Cell placement:
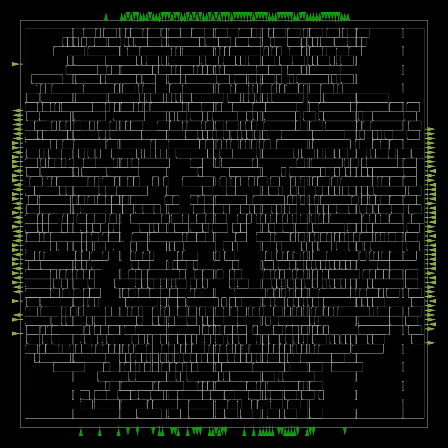
Local utilization:
The die is cut into 12 by 12 equal tiles; white is low, dark blue is high, 0 to 100% covered.
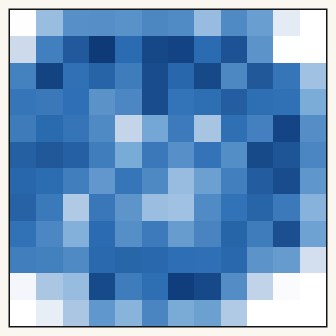
Sequential cells colored by netlist name:
The bar under the picture is 20 microns long.
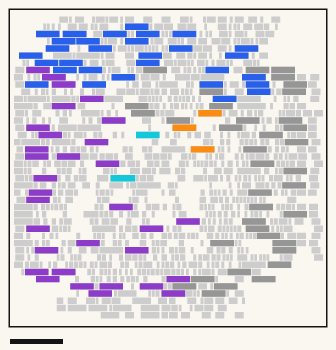
M3 wires:
The bar under the picture is 20 microns long.
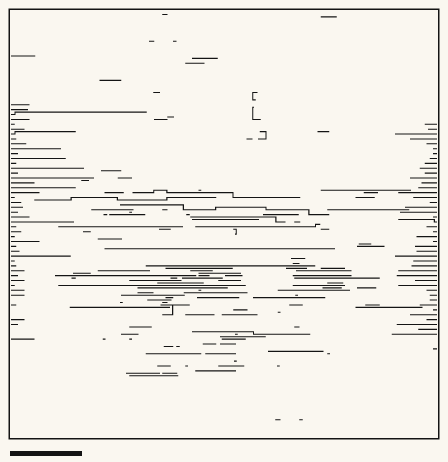
Placed cells, one color a class:
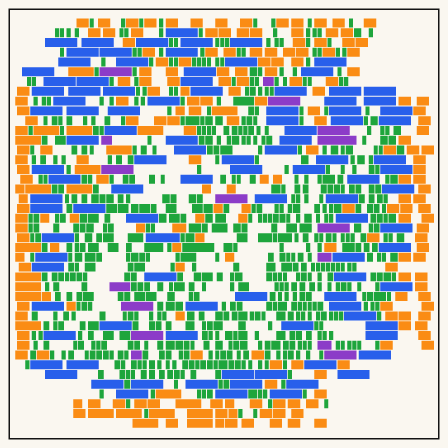
--- src/rtl/load_store_unit_if.sv ---
// load_store_unit_if
// Word-wide data-memory bus between the load/store unit (master) and a
// synchronous-read data memory (slave).
//   mem_we    : write enable, one cycle per store
//   mem_addr  : word-aligned byte address
//   mem_wd    : write data, 0 when not writing
//   mem_rdata : read data, valid the cycle after the address is presented
interface load_store_unit_if;
  logic        mem_we;
  logic [31:0] mem_addr;
  logic [31:0] mem_wd;
  logic [31:0] mem_rdata;

  modport master (output mem_we, mem_addr, mem_wd, input mem_rdata);
  modport slave  (input mem_we, mem_addr, mem_wd, output mem_rdata);
endinterface

--- src/rtl/load_store_unit.sv ---
// load_store_unit
// Executes one RV32I load or store at a time against a word-wide memory with
// registered reads. Sub-word stores are done as read-modify-write.
// Ports:
//   clk, rst_n            : clock, asynchronous active-low reset
//   req, is_store, funct3 : request strobe, direction, RV32I width code
//   addr, store_data      : byte address, store source
//   load_data             : registered, extended load result
//   done, err, busy       : completion pulse, error pulse, not-idle flag
//   mem                   : memory bus (master side)
//
// state  | meaning
// IDLE   | waiting for req; done/err of the previous access visible here
// RD     | load: word address presented for read
// CAP    | load: read data valid, extracted into load_data at exit
// RMW_RD | SB/SH: word address presented for read
// MERGE  | SB/SH: write back read word with the target lane replaced
// WR     | SW: full-word write
// ERR    | rejected request, done/err high, no memory access
module load_store_unit #(
  parameter int unsigned ADDR_LIMIT = 4096
) (
  input  logic        clk,
  input  logic        rst_n,
  input  logic        req,
  input  logic        is_store,
  input  logic [2:0]  funct3,
  input  logic [31:0] addr,
  input  logic [31:0] store_data,
  output logic [31:0] load_data,
  output logic        done,
  output logic        err,
  output logic        busy,
  load_store_unit_if.master mem
);

  typedef enum logic [2:0] {IDLE, RD, CAP, RMW_RD, MERGE, WR, ERR} state_t;

  state_t      state_q, state_d;
  logic [2:0]  funct3_q, funct3_d;
  logic [1:0]  addr_lo_q, addr_lo_d;
  logic [31:0] store_data_q, store_data_d;
  logic [31:0] mem_addr_q, mem_addr_d;
  logic [31:0] load_data_q, load_data_d;
  logic        done_q, done_d;
  logic        err_q, err_d;

  logic        mem_we_o;
  logic [31:0] mem_wd_o;
  logic        bad_req;
  logic [7:0]  rd_byte;
  logic [15:0] rd_half;
  logic [31:0] rd_ext;
  logic [31:0] merged;

  always_comb begin
    bad_req = 1'b0;
    if (is_store && funct3 >= 3'd3) bad_req = 1'b1;
    if (!is_store && (funct3 == 3'd3 || funct3 >= 3'd6)) bad_req = 1'b1;
    if ((funct3 == 3'd1 || funct3 == 3'd5) && addr[0]) bad_req = 1'b1;
    if (funct3 == 3'd2 && addr[1:0] != 2'b00) bad_req = 1'b1;
    if (addr >= ADDR_LIMIT) bad_req = 1'b1;
  end

  // Lane extraction for loads and lane replacement for sub-word stores.
  always_comb begin
    rd_byte = mem.mem_rdata[{addr_lo_q, 3'b000} +: 8];
    rd_half = addr_lo_q[1] ? mem.mem_rdata[31:16] : mem.mem_rdata[15:0];
    case (funct3_q)
      3'd0:    rd_ext = {{24{rd_byte[7]}}, rd_byte};
      3'd4:    rd_ext = {24'd0, rd_byte};
      3'd1:    rd_ext = {{16{rd_half[15]}}, rd_half};
      3'd5:    rd_ext = {16'd0, rd_half};
      default: rd_ext = mem.mem_rdata;
    endcase
    merged = mem.mem_rdata;
    if (funct3_q == 3'd0) merged[{addr_lo_q, 3'b000} +: 8] = store_data_q[7:0];
    else                  merged[{addr_lo_q[1], 4'b0000} +: 16] = store_data_q[15:0];
  end

  always_comb begin
    state_d      = state_q;
    funct3_d     = funct3_q;
    addr_lo_d    = addr_lo_q;
    store_data_d = store_data_q;
    mem_addr_d   = mem_addr_q;
    load_data_d  = load_data_q;
    done_d       = 1'b0;
    err_d        = 1'b0;
    mem_we_o     = 1'b0;
    mem_wd_o     = 32'd0;
    case (state_q)
      IDLE: begin
        if (req) begin
          funct3_d     = funct3;
          addr_lo_d    = addr[1:0];
          store_data_d = store_data;
          if (bad_req) begin
            state_d = ERR;
            done_d  = 1'b1;
            err_d   = 1'b1;
          end else begin
            // Address stays registered so RMW_RD and MERGE see the same word.
            mem_addr_d = {addr[31:2], 2'b00};
            if (!is_store)            state_d = RD;
            else if (funct3 == 3'd2)  state_d = WR;
            else                      state_d = RMW_RD;
          end
        end
      end
      RD:     state_d = CAP;
      CAP: begin
        load_data_d = rd_ext;
        done_d      = 1'b1;
        state_d     = IDLE;
      end
      RMW_RD: state_d = MERGE;
      MERGE: begin
        mem_we_o = 1'b1;
        mem_wd_o = merged;
        done_d   = 1'b1;
        state_d  = IDLE;
      end
      WR: begin
        mem_we_o = 1'b1;
        mem_wd_o = store_data_q;
        done_d   = 1'b1;
        state_d  = IDLE;
      end
      ERR:     state_d = IDLE;
      default: state_d = IDLE;
    endcase
  end

  always_ff @(posedge clk or negedge rst_n) begin
    if (!rst_n) begin
      state_q      <= IDLE;
      funct3_q     <= 3'd0;
      addr_lo_q    <= 2'd0;
      store_data_q <= 32'd0;
      mem_addr_q   <= 32'd0;
      load_data_q  <= 32'd0;
      done_q       <= 1'b0;
      err_q        <= 1'b0;
    end else begin
      state_q      <= state_d;
      funct3_q     <= funct3_d;
      addr_lo_q    <= addr_lo_d;
      store_data_q <= store_data_d;
      mem_addr_q   <= mem_addr_d;
      load_data_q  <= load_data_d;
      done_q       <= done_d;
      err_q        <= err_d;
    end
  end

  // Write strobe decodes straight from state so reset kills it at once.
  assign mem.mem_we   = mem_we_o;
  assign mem.mem_wd   = mem_wd_o;
  assign mem.mem_addr = mem_addr_q;
  assign load_data    = load_data_q;
  assign done         = done_q;
  assign err          = err_q;
  assign busy         = (state_q != IDLE);

endmodule

--- src/flat_wrapper.sv ---
// flat-port wrapper written by rule: the top's interface ports become plain ports
module load_store_unit_flat 
#(
  parameter int unsigned ADDR_LIMIT = 4096
)
  (clk, rst_n, req, is_store, funct3, addr, store_data, load_data, done, err, busy, mem_mem_we, mem_mem_addr, mem_mem_wd, mem_mem_rdata);
  load_store_unit_if mem_i ();
  input  logic clk;
  input  logic rst_n;
  input  logic req;
  input  logic is_store;
  input  logic [2:0] funct3;
  input  logic [31:0] addr;
  input  logic [31:0] store_data;
  output logic [31:0] load_data;
  output logic done;
  output logic err;
  output logic busy;
  output wire logic [$bits(mem_i.mem_we)-1:0] mem_mem_we;
  output wire logic [$bits(mem_i.mem_addr)-1:0] mem_mem_addr;
  output wire logic [$bits(mem_i.mem_wd)-1:0] mem_mem_wd;
  input wire logic [$bits(mem_i.mem_rdata)-1:0] mem_mem_rdata;
  assign mem_mem_we = mem_i.mem_we;
  assign mem_mem_addr = mem_i.mem_addr;
  assign mem_mem_wd = mem_i.mem_wd;
  assign mem_i.mem_rdata = mem_mem_rdata;
  load_store_unit #(.ADDR_LIMIT(ADDR_LIMIT)) u_core (.clk(clk), .rst_n(rst_n), .req(req), .is_store(is_store), .funct3(funct3), .addr(addr), .store_data(store_data), .load_data(load_data), .done(done), .err(err), .busy(busy), .mem(mem_i));
endmodule
--- config.mk ---
export PLATFORM = sky130hd
export DESIGN_NAME = load_store_unit_flat
export DESIGN_NICKNAME = d
export VERILOG_FILES = /design/src/rtl/load_store_unit_if.sv /design/src/rtl/load_store_unit.sv /design/src/flat_wrapper.sv
export SDC_FILE = /design/constraint.sdc
export NUM_CORES = 1
export LEC_CHECK = 0
export ABC_AREA = 1
export CORE_UTILIZATION = 45
export DETAILED_ROUTE_END_ITERATION = 10
export HOLD_SLACK_MARGIN = 0.12
export PLACE_DENSITY = 0.9
export SYNTH_ARGS = -nofsm -noshare
export SYNTH_HDL_FRONTEND = slang
export SYNTH_SLANG_ARGS = --single-unit
--- constraint.sdc ---
create_clock -name clk -period 2.7 [get_ports clk]
set_input_delay 0.27 -clock clk [delete_from_list [all_inputs] [get_ports clk]]
set_output_delay 0.27 -clock clk [all_outputs]
set_load 0.03 [all_outputs]
==> results.sh <==
# yosys + openroad results
export IMPL_grt_usage_pct=28.8
export IMPL_worst_path_stages=9
export IMPL_p_switching_mw=4.86
export IMPL_synthAoiAreaFrac_pct=16.5
export IMPL_cp_cell_sequence="inv_2 -> ha_1 -> clkinvlp_4 -> buf_4 -> nand2_1 -> o221ai_1 -> nand4_1 -> o21ai_0 -> buf_12"
export IMPL_final_hold_violation_count=0
export IMPL_post_route_period_util_pct=96.4
export IMPL_fin_setup_tns_ns=0
export IMPL_ys_flops=104
export IMPL_postRouteAntennaNets=0
export IMPL_crit_type="reg -> out"
export IMPL_clock_root_buffer="clkbuf_16"
export IMPL_pwr_share_comb_pct=61.7
export IMPL_rsz0062_at_grt="no"
export IMPL_cp_arrival_ns=2.33
export IMPL_ys_sh_simple_pct=28.3
export IMPL_pwr_share_clk_pct=14.0
export IMPL_maxCapViolCount=0
export IMPL_synth_seq_share_pct=42.1
export IMPL_p_leak_nw=4.10
export IMPL_topCombFamilyByArea="simple AND/OR/NAND/NOR gates"
export IMPL_m1WireLength_mm=8.30
export IMPL_min_path_cells=3
export IMPL_cts_tree="yes"
export IMPL_dp_cells=1190
export IMPL_hp_start="addr[10]"
export IMPL_ir_drop_mv=0.681
export IMPL_cp_max_fo=8
export IMPL_start_kind="register"
export IMPL_status="finished clean"
export IMPL_final_cell_area_sq_um=8830
export IMPL_slew_violations=0
export IMPL_crit_family="buffers and inverters"
export IMPL_cts_hold_buf=1
export IMPL_top_layer="met4"
export IMPL_r2r_end="u_core.load_data[27]$_DFFE_PN0P_"
-- 'cell placement' (at the start) --
# Taps: 176
std cell rows: 42
Non-Filler Instances: 1210
FILL cells: 1162

-- 'local utilization' (at the start) --
tiles over 75% full = 27%
fullest tile = 96%
mean over tiles = 61%

-- 'sequential cells colored by netlist name' (at the start) --
u_core.funct3_q -> orange  # sequential cells 3
u_core.addr_lo_q -> cyan  # sequential cells 2
u_core.mem.mem_addr -> blue  # sequential cells 30, where a band across the top
u_core.store_data_q -> purple  # sequential cells 32
not colored = 37

-- 'M3 wires' (at the start) --
nets with wire on the layer = 173
longest straight run = 63.9 microns
wire length on this layer = 1780 microns
via count: 6562
met3 GRT Util: 6.66%

-- 'placed cells, one color a class' (at the start) --
clock drivers and dummy loads -> purple  # cells 16
remaining buffers and delay cells -> orange  # cells 220
registers -> blue  # cells 104
remaining logic cells -> green  # cells 694

## cell type report
type	count	area, sq um	share of cell area [%]
Clock buffer	9	225	2.55
Clock inverter	7	95.1	1.08
Inverter	116	443	5.02
Multi-Input combinational cell	577	2870	32.5
Sequential cell	104	2600	29.5
Tap cell	176	220	2.49
Timing Repair Buffer	220	2360	26.8
Timing Repair inverter	1	7.51	0.0850
## metal layers
| metal | GRT usage (%) | vias up |
|---|---|---|
| li1 | - | 3139 |
| met5 | 0 | - |
| met4 | 12.2 | 0 |
| met1 | 37.9 | 3067 |
| met3 | 6.66 | 44 |
| met2 | 45.5 | 312 |
